`src/rtl/rv_decode_stage_if.sv`:
```
// Handshake bundle around the RV32I decode stage.
//   Upstream side  : in_valid, in_ready, instr, in_pc
//   Downstream side: out_valid, out_ready and the decoded fields
//                    (opcode, rd, rs1, rs2, func3, func7, imm, fmt, illegal, out_pc)
// Modports:
//   master - the environment (fetch + register read) driving instructions and out_ready
//   slave  - the decode stage itself
interface rv_decode_stage_if #(
    parameter int unsigned XLEN = 32
);
    localparam int unsigned ILEN  = 32;
    localparam int unsigned REG_W = 5;

    // upstream (fetch -> decode)
    logic              in_valid;
    logic              in_ready;
    logic [ILEN-1:0]   instr;
    logic [XLEN-1:0]   in_pc;

    // downstream (decode -> register read / execute)
    logic              out_valid;
    logic              out_ready;
    logic [6:0]        opcode;
    logic [REG_W-1:0]  rd;
    logic [REG_W-1:0]  rs1;
    logic [REG_W-1:0]  rs2;
    logic [2:0]        func3;
    logic [6:0]        func7;
    logic [XLEN-1:0]   imm;
    logic [2:0]        fmt;
    logic              illegal;
    logic [XLEN-1:0]   out_pc;

    modport master (
        output in_valid, instr, in_pc, out_ready,
        input  in_ready, out_valid, opcode, rd, rs1, rs2, func3, func7,
               imm, fmt, illegal, out_pc
    );

    modport slave (
        input  in_valid, instr, in_pc, out_ready,
        output in_ready, out_valid, opcode, rd, rs1, rs2, func3, func7,
               imm, fmt, illegal, out_pc
    );
endinterface

```
`src/rtl/rv_decode_stage.sv`:
```
// Registered RV32I decode stage sitting between instruction fetch and
// register read / execute. Each accepted instruction is split into its
// fields, its immediate is fully sign-extended, illegal encodings are
// flagged, and the PC travels alongside. A two-entry output/skid buffer
// keeps full throughput and never drops an instruction under backpressure.
// Ports:
//   clk    - clock, all state updates on posedge
//   rst_n  - synchronous reset, active low
//   flush  - discard every buffered instruction (redirect)
//   bus    - rv_decode_stage_if.slave: in_valid/in_ready/instr/in_pc in,
//            out_valid/out_ready plus the decoded bundle out
module rv_decode_stage #(
    parameter int unsigned XLEN     = 32,
    parameter bit          EN_UTYPE = 1'b1
) (
    input  logic                clk,
    input  logic                rst_n,
    input  logic                flush,
    rv_decode_stage_if.slave    bus
);
    localparam int unsigned REG_W = 5;

    localparam logic [6:0] OPC_OP     = 7'b0110011;
    localparam logic [6:0] OPC_OPIMM  = 7'b0010011;
    localparam logic [6:0] OPC_LOAD   = 7'b0000011;
    localparam logic [6:0] OPC_JALR   = 7'b1100111;
    localparam logic [6:0] OPC_STORE  = 7'b0100011;
    localparam logic [6:0] OPC_BRANCH = 7'b1100011;
    localparam logic [6:0] OPC_LUI    = 7'b0110111;
    localparam logic [6:0] OPC_AUIPC  = 7'b0010111;
    localparam logic [6:0] OPC_JAL    = 7'b1101111;

    localparam logic [2:0] FMT_R   = 3'd0;
    localparam logic [2:0] FMT_I   = 3'd1;
    localparam logic [2:0] FMT_S   = 3'd2;
    localparam logic [2:0] FMT_B   = 3'd3;
    localparam logic [2:0] FMT_U   = 3'd4;
    localparam logic [2:0] FMT_J   = 3'd5;
    localparam logic [2:0] FMT_ILL = 3'd7;

    localparam logic [6:0] F7_BASE = 7'b0000000;
    localparam logic [6:0] F7_ALT  = 7'b0100000;

    // One decoded instruction as held in the output and skid registers.
    typedef struct packed {
        logic [6:0]       opcode;
        logic [REG_W-1:0] rd;
        logic [REG_W-1:0] rs1;
        logic [REG_W-1:0] rs2;
        logic [2:0]       func3;
        logic [6:0]       func7;
        logic [XLEN-1:0]  imm;
        logic [2:0]       fmt;
        logic             illegal;
        logic [XLEN-1:0]  pc;
    } dec_t;

    // Widen a 32-bit signed immediate to the datapath width.
    function automatic logic [XLEN-1:0] sext32(input logic [31:0] v);
        return XLEN'($signed(v));
    endfunction

    logic [31:0] ins;
    logic [2:0]  f3;
    logic [6:0]  f7;
    logic [2:0]  fmt_c;
    logic        legal_c;
    dec_t        dec;

    assign ins = bus.instr;
    assign f3  = ins[14:12];
    assign f7  = ins[31:25];

    // Classify the opcode and apply the per-opcode legality rules.
    always_comb begin : classify
        fmt_c   = FMT_ILL;
        legal_c = 1'b0;
        case (ins[6:0])
            OPC_OP: begin
                fmt_c   = FMT_R;
                // only the base and alternate func7; alternate only for add/sub and srl/sra
                legal_c = (f7 == F7_BASE) ||
                          ((f7 == F7_ALT) && ((f3 == 3'b000) || (f3 == 3'b101)));
            end
            OPC_OPIMM: begin
                fmt_c   = FMT_I;
                legal_c = 1'b1;
            end
            OPC_LOAD: begin
                fmt_c   = FMT_I;
                legal_c = !((f3 == 3'b011) || (f3 == 3'b110) || (f3 == 3'b111));
            end
            OPC_JALR: begin
                fmt_c   = FMT_I;
                legal_c = (f3 == 3'b000);
            end
            OPC_STORE: begin
                fmt_c   = FMT_S;
                legal_c = (f3 <= 3'b010);
            end
            OPC_BRANCH: begin
                fmt_c   = FMT_B;
                legal_c = (f3[2:1] != 2'b01);
            end
            OPC_LUI, OPC_AUIPC: begin
                fmt_c   = FMT_U;
                legal_c = EN_UTYPE;
            end
            OPC_JAL: begin
                fmt_c   = FMT_J;
                legal_c = 1'b1;
            end
            default: begin
                fmt_c   = FMT_ILL;
                legal_c = 1'b0;
            end
        endcase
    end

    // Build the decoded bundle; every field not used by the format stays 0.
    always_comb begin : decode
        dec        = '0;
        dec.opcode = ins[6:0];
        dec.pc     = bus.in_pc;
        if (legal_c) begin
            dec.fmt = fmt_c;
            case (fmt_c)
                FMT_R: begin
                    dec.rd    = ins[11:7];
                    dec.rs1   = ins[19:15];
                    dec.rs2   = ins[24:20];
                    dec.func3 = f3;
                    dec.func7 = f7;
                end
                FMT_I: begin
                    dec.rd    = ins[11:7];
                    dec.rs1   = ins[19:15];
                    dec.func3 = f3;
                    dec.imm   = sext32({{20{ins[31]}}, ins[31:20]});
                end
                FMT_S: begin
                    dec.rs1   = ins[19:15];
                    dec.rs2   = ins[24:20];
                    dec.func3 = f3;
                    dec.imm   = sext32({{20{ins[31]}}, ins[31:25], ins[11:7]});
                end
                FMT_B: begin
                    dec.rs1   = ins[19:15];
                    dec.rs2   = ins[24:20];
                    dec.func3 = f3;
                    dec.imm   = sext32({{19{ins[31]}}, ins[31], ins[7],
                                        ins[30:25], ins[11:8], 1'b0});
                end
                FMT_U: begin
                    dec.rd    = ins[11:7];
                    dec.imm   = sext32({ins[31:12], 12'b0});
                end
                FMT_J: begin
                    dec.rd    = ins[11:7];
                    dec.imm   = sext32({{11{ins[31]}}, ins[31], ins[19:12],
                                        ins[20], ins[30:21], 1'b0});
                end
                default: begin
                    dec.fmt = FMT_ILL;
                end
            endcase
        end else begin
            dec.fmt     = FMT_ILL;
            dec.illegal = 1'b1;
        end
    end

    // Output register plus skid register; in_ready is kept as its own flop.
    dec_t out_q,  out_d;
    dec_t skid_q, skid_d;
    logic out_valid_q,  out_valid_d;
    logic skid_valid_q, skid_valid_d;
    logic in_ready_q,   in_ready_d;
    logic in_fire_c;
    logic out_fire_c;

    assign in_fire_c  = bus.in_valid & in_ready_q;
    assign out_fire_c = out_valid_q & bus.out_ready;

    always_ff @(posedge clk) begin : state_reg
        if (!rst_n) begin
            out_q        <= '0;
            skid_q       <= '0;
            out_valid_q  <= 1'b0;
            skid_valid_q <= 1'b0;
            in_ready_q   <= 1'b1;
        end else begin
            out_q        <= out_d;
            skid_q       <= skid_d;
            out_valid_q  <= out_valid_d;
            skid_valid_q <= skid_valid_d;
            in_ready_q   <= in_ready_d;
        end
    end

    // Buffer control: flush wins, then skid drain, then load/forward.
    always_comb begin : next_state
        out_d        = out_q;
        skid_d       = skid_q;
        out_valid_d  = out_valid_q;
        skid_valid_d = skid_valid_q;
        if (flush) begin
            out_valid_d  = 1'b0;
            skid_valid_d = 1'b0;
        end else if (skid_valid_q) begin
            // input is blocked while the skid is full; only draining happens
            if (out_fire_c) begin
                out_d        = skid_q;
                skid_valid_d = 1'b0;
            end
        end else if (!out_valid_q || out_fire_c) begin
            out_valid_d = in_fire_c;
            if (in_fire_c) begin
                out_d = dec;
            end
        end else if (in_fire_c) begin
            skid_d       = dec;
            skid_valid_d = 1'b1;
        end
        in_ready_d = !skid_valid_d;
    end

    assign bus.in_ready  = in_ready_q;
    assign bus.out_valid = out_valid_q;
    assign bus.opcode    = out_q.opcode;
    assign bus.rd        = out_q.rd;
    assign bus.rs1       = out_q.rs1;
    assign bus.rs2       = out_q.rs2;
    assign bus.func3     = out_q.func3;
    assign bus.func7     = out_q.func7;
    assign bus.imm       = out_q.imm;
    assign bus.fmt       = out_q.fmt;
    assign bus.illegal   = out_q.illegal;
    assign bus.out_pc    = out_q.pc;
endmodule
```
`src/flat_wrapper.sv`:
```
// flat-port wrapper written by rule: the top's interface ports become plain ports
module rv_decode_stage_flat 
#(
    parameter int unsigned XLEN     = 32,
    parameter bit          EN_UTYPE = 1'b1
)
  (clk, rst_n, flush, bus_in_valid, bus_instr, bus_in_pc, bus_out_ready, bus_in_ready, bus_out_valid, bus_opcode, bus_rd, bus_rs1, bus_rs2, bus_func3, bus_func7, bus_imm, bus_fmt, bus_illegal, bus_out_pc);
  rv_decode_stage_if #(.XLEN(XLEN)) bus_i ();
  input  logic clk;
  input  logic rst_n;
  input  logic flush;
  input wire logic [$bits(bus_i.in_valid)-1:0] bus_in_valid;
  input wire logic [$bits(bus_i.instr)-1:0] bus_instr;
  input wire logic [$bits(bus_i.in_pc)-1:0] bus_in_pc;
  input wire logic [$bits(bus_i.out_ready)-1:0] bus_out_ready;
  output wire logic [$bits(bus_i.in_ready)-1:0] bus_in_ready;
  output wire logic [$bits(bus_i.out_valid)-1:0] bus_out_valid;
  output wire logic [$bits(bus_i.opcode)-1:0] bus_opcode;
  output wire logic [$bits(bus_i.rd)-1:0] bus_rd;
  output wire logic [$bits(bus_i.rs1)-1:0] bus_rs1;
  output wire logic [$bits(bus_i.rs2)-1:0] bus_rs2;
  output wire logic [$bits(bus_i.func3)-1:0] bus_func3;
  output wire logic [$bits(bus_i.func7)-1:0] bus_func7;
  output wire logic [$bits(bus_i.imm)-1:0] bus_imm;
  output wire logic [$bits(bus_i.fmt)-1:0] bus_fmt;
  output wire logic [$bits(bus_i.illegal)-1:0] bus_illegal;
  output wire logic [$bits(bus_i.out_pc)-1:0] bus_out_pc;
  assign bus_i.in_valid = bus_in_valid;
  assign bus_i.instr = bus_instr;
  assign bus_i.in_pc = bus_in_pc;
  assign bus_i.out_ready = bus_out_ready;
  assign bus_in_ready = bus_i.in_ready;
  assign bus_out_valid = bus_i.out_valid;
  assign bus_opcode = bus_i.opcode;
  assign bus_rd = bus_i.rd;
  assign bus_rs1 = bus_i.rs1;
  assign bus_rs2 = bus_i.rs2;
  assign bus_func3 = bus_i.func3;
  assign bus_func7 = bus_i.func7;
  assign bus_imm = bus_i.imm;
  assign bus_fmt = bus_i.fmt;
  assign bus_illegal = bus_i.illegal;
  assign bus_out_pc = bus_i.out_pc;
  rv_decode_stage #(.XLEN(XLEN), .EN_UTYPE(EN_UTYPE)) u_core (.clk(clk), .rst_n(rst_n), .flush(flush), .bus(bus_i));
endmodule
```
`config.mk`:
```
export PLATFORM = sky130hd
export DESIGN_NAME = rv_decode_stage_flat
export DESIGN_NICKNAME = d
export VERILOG_FILES = /design/src/rtl/rv_decode_stage_if.sv /design/src/rtl/rv_decode_stage.sv /design/src/flat_wrapper.sv
export SDC_FILE = /design/constraint.sdc
export NUM_CORES = 1
export LEC_CHECK = 0
export CAP_MARGIN = 40
export CORE_UTILIZATION = 55
export DETAILED_ROUTE_END_ITERATION = 8
export GPL_ROUTABILITY_DRIVEN = 0
export PLACE_DENSITY = 0.85
export SYNTH_ARGS = -nofsm -noshare
export SYNTH_HDL_FRONTEND = slang
export SYNTH_SLANG_ARGS = --single-unit
```
`constraint.sdc`:
```
create_clock -name clk -period 3.4 [get_ports clk]
set_input_delay 0.68 -clock clk [delete_from_list [all_inputs] [get_ports clk]]
set_output_delay 0.68 -clock clk [all_outputs]
set_load 0.01 [all_outputs]
```
==> impl_metrics.csv, run 1 <==
group,metric,value,unit
run_status,outcome,"finished, violations left",
run_status,violations,"design-rule violations",
flow_run,warnings,26,
worst_setup_path,critPathSlowestCell,"clkdlybuf4s50_1",
cts,cts_setup_buffers,0,
power,p_seq,2.48,mW
synth,synth.most_common_cell,"nand2_1",
placed_design,dp_hpwl,14.15,mm
power,powerDensity,467.9,mW/mm^2
layout,flop-count,203,
floorplanning,ios,171,
sta,rsz0062_at_grt,"no",
synth,ys_cells,928,
synth,synth-xor-area-share,0.1046,%
sta,fin_setup_tns,0,ns
layout,drive_above_1_share,6.227,%
synth,synthCells,928,
sta,fin_skew,0.007592,ns
worst_setup_path,critPathLaunchType,"input port",
power,powerComb,0.523,mW
worst_setup_path,crit_required,3.81,ns
cts,clk_latency,0.48,ns
layout,multi_input_comb_cells,635,
layout,comb_area_share,36.59,%
drt,wl_met2,10.27,mm
layout,clockBufferCount,30,
layout,sh_seq_area,37.63,%
synth,ys_ff,203,
power,p_leak,4.331,nW
synth,avgSynthCellArea,9.020,sq um
drt,drc,9,
floorplanning,chipArea,0.01572,sq mm
cts,path_clk_slew,0.06,ns
layout,buf_share,17.80,%
worst_setup_path,r2r-end,"u_core.bus.imm[18]",
synth,async_flop_share,0,%
synth,flop_cell,"dfxtp_1",
drt,dr.max_layer_used,"met4",
global_route,use_met1,35.36,%
sta,clock.fmax,0.3914,GHz
cts,clock-root-buffer,"clkbuf_16",
layout,inv_count,9,
synth,yosys.area.top_type_share,48.55,%
floorplanning,initial_core_util,56.95,%
worst_setup_path,critPathMaxFanout,18,
layout,regArea,0.004068,sq mm
drt,routed_via_density,5.924,
synth,yosysWarnings,0,
layout,buffers_excl_clock,195,
layout,antenna_cells,0,
layout,final_layout_top_logic_cell,"nand2_1",
synth,synth_simple_gate_area_share,15.20,%
cts,ctsResizeCount,0,
power,power,5.058,mW
drt,drt_pass1_iterations,8,
layout,dominant_cells,"flip-flops and latches",
cts,htreeDepth,1,
worst_setup_path,critPathMaxStageDelay,0.64,ns
sta,slew_viol_final,0,
synth,synthAdderAreaFrac,0,%
layout,regMostFlops,"u_core.skid_q",
power,swShare,23.32,%
layout,nets,1134,
synth,topCellsByArea,"dfxtp_1 49%, nand2_1 9.5%, a22o_1 5.9%",
synth,ys_area,0.008371,sq mm
power,power_frac_clock,40.6,%
drt,ant_nets,0,
global_route,busiest_layer,"met2",
worst_setup_path,critical_path_arrival,2.96,ns
sta,period_needed,2.555,ns
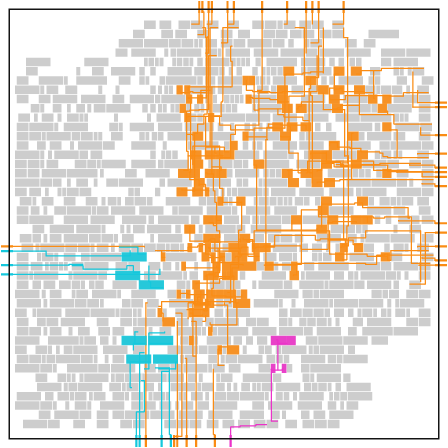
run_1/port_trees.png
bus_opcode -> cyan  # bits 7, direction output, edge 4 bottom, 3 left, end cells 7, wire 296 microns
bus_instr -> orange  # bits 32, direction input, edge 13 right, 12 top, 6 bottom, 1 left, end cells 127, wire 2540 microns
bus_out_ready -> magenta  # bits 1, direction input, edge bottom, end cells 4, wire 47.4 microns

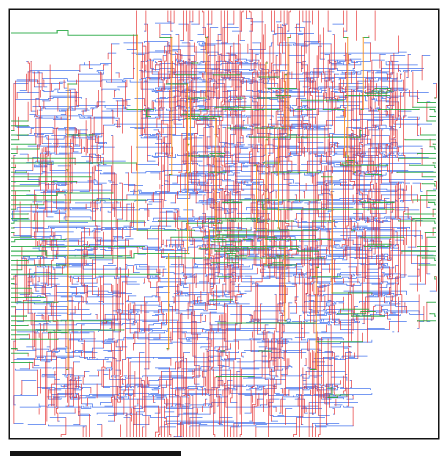
run_1/layers.png
Bar = 50 microns.
M2 -> red  # wire length 10300 microns
M3 -> green  # wire length 1720 microns
M4 -> orange  # wire length 649 microns
M1 -> blue  # wire length 9470 microns
routed len/inst: 17.55 microns
final wirelength: 22.11 mm
total track usage: 27.69%
total number of vias: 7464

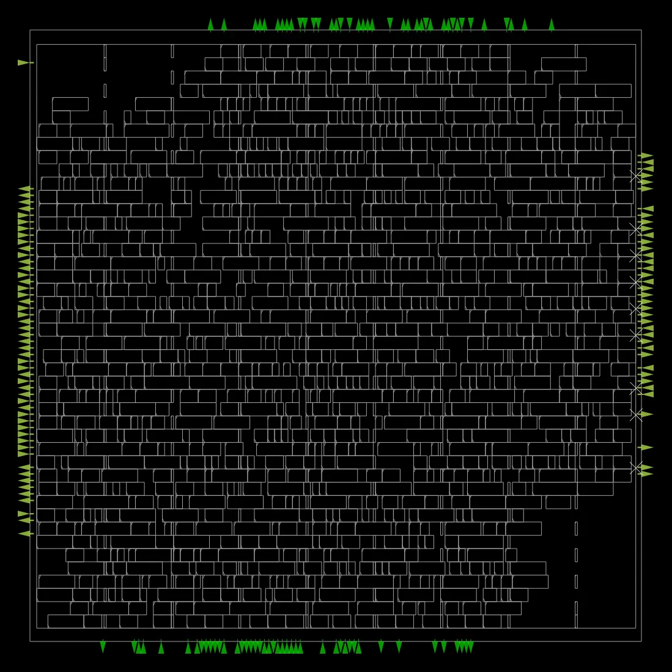
run_1/placed.png
fillers: 1081
Std-Cell Rows: 44
Tap Count: 184
Core ar.: 0.01470 sq mm
Final Util: 73.54%

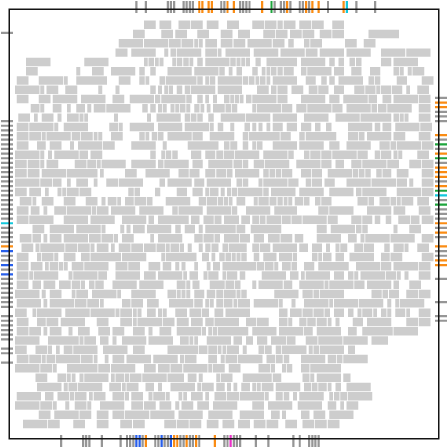
run_1/pinout.png
Pins as bars across the die edge, other pins in grey.
bus_func3 -> cyan  # pins 3, direction output, edge 1 top, 1 left, 1 right
bus_out_ready -> magenta  # pins 1, direction input, edge bottom
bus_instr -> orange  # pins 32, direction input, edge 13 right, 12 top, 6 bottom, 1 left
bus_opcode -> blue  # pins 7, direction output, edge 4 bottom, 3 left
bus_rd -> green  # pins 5, direction output, edge 4 right, 1 top
Die Ht: 125.4 microns
die width: 125.4 microns
IO Port Bufs: 170

==> run 2: changes to the inputs <==
- CORE_UTILIZATION: 55 -> 46
- PLACE_DENSITY: 0.85 -> 0.76
- clock period: 3.4 -> 2.18 ns (I/O delays scaled with it)
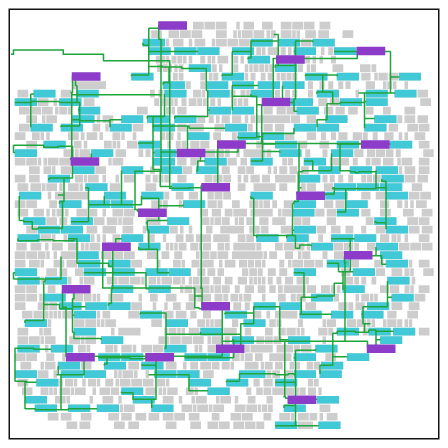
run_2/clock_wires.png
clock wires -> green  # length 2370 microns
flip-flops -> cyan  # count 203
clock-net drivers -> purple  # count 21
flops lie = widely spread

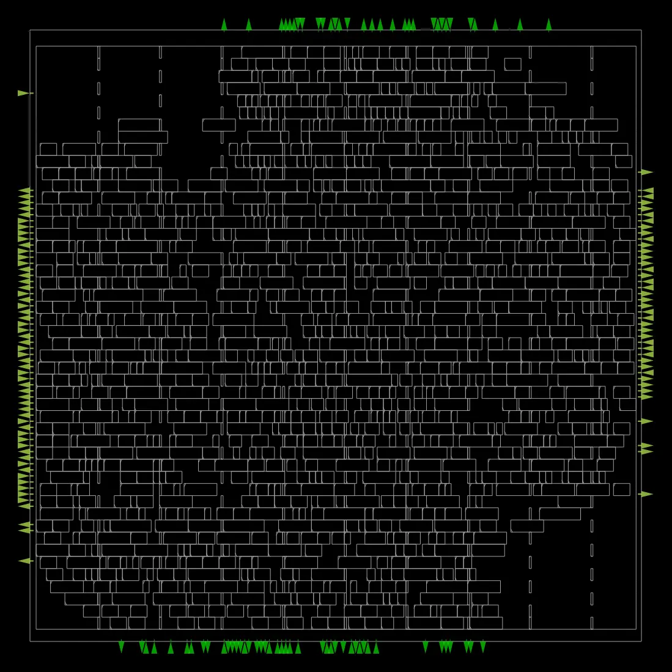
run_2/placed.png
fin cells: 1364
Final Util: 65.72%
fillers: 1424
fraction of area in registers: 35.29%
Core ar.: 0.01754 sq mm

==> run 2 against run 1 <==
The run now ends clean; global-route usage is 2.9 points lower; sequential power is 56% higher; combinational power up 73%; cell area up 6.6%; via count is 2.7% higher; sequential share of layout area decreased by 2.3 points; highest routed layer is now met5.
==> impl_metrics.csv, run 2 <==
group,metric,value,unit
cts,cts_setup_buffers,0,
synth,synth.most_common_cell,"nand2_1",
global_route,busiest_layer,"met2",
power,powerDensity,734.7,mW/mm^2
power,power,8.468,mW
layout,buf_share,21.32,%
synth,ys_ff,203,
cts,htreeDepth,1,
sta,period_needed,2.153,ns
layout,inv_count,9,
sta,fin_skew,0.01436,ns
cts,clock-root-buffer,"clkbuf_16",
power,p_leak,4.727,nW
global_route,use_met1,31.99,%
drt,drt_pass1_iterations,7,
worst_setup_path,critPathSlowestCell,"clkdlybuf4s50_1",
floorplanning,ios,171,
power,p_seq,3.87,mW
drt,via_count,7668,
synth,flop_cell,"dfxtp_1",
synth,yosys.area.top_type_share,48.55,%
flow_run,warnings,27,
floorplanning,tapCellCount,225,
layout,multi_input_comb_cells,635,
placed_design,port-buffer-count,170,
layout,buffers_excl_clock,256,
global_route,grtUsageTotal,24.76,%
worst_setup_path,critPathMaxStageDelay,0.54,ns
layout,comb_area_share,34.49,%
cts,path_clk_slew,0.06,ns
sta,fin_setup_tns,0,ns
layout,dominant_cells,"flip-flops and latches",
power,power_frac_clock,43.6,%
synth,synth-xor-area-share,0.1046,%
layout,nets,1195,
worst_setup_path,crit_required,2.60,ns
synth,topCellsByArea,"dfxtp_1 49%, nand2_1 9.5%, a22o_1 5.9%",
synth,ys_cells,928,
cts,clk_latency,0.50,ns
placed_design,dp_hpwl,15.75,mm
cts,ctsResizeCount,1,
floorplanning,row_count,48,
worst_setup_path,critPathMaxFanout,18,
floorplanning,die_h,136.9,microns
run_status,outcome,"finished clean",
synth,synthAdderAreaFrac,0,%
synth,synth_simple_gate_area_share,15.20,%
floorplanning,chipArea,0.01874,sq mm
sta,slew_viol_final,0,
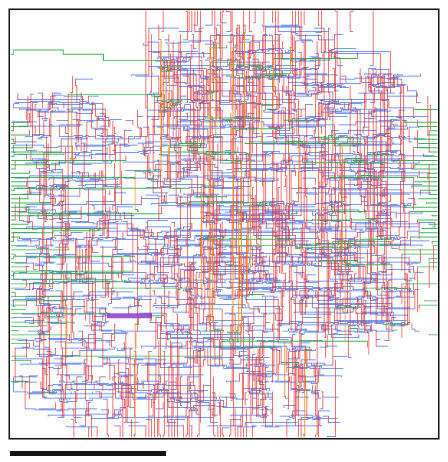
run_2/layers.png
Bar = 50 microns.
M1 -> blue  # wire length 9990 microns
M2 -> red  # wire length 10600 microns
M5 -> purple  # wire length 12.9 microns
M4 -> orange  # wire length 796 microns
M3 -> green  # wire length 1950 microns

Power figures rest on the tool's default switching activity, not on a simulated workload.
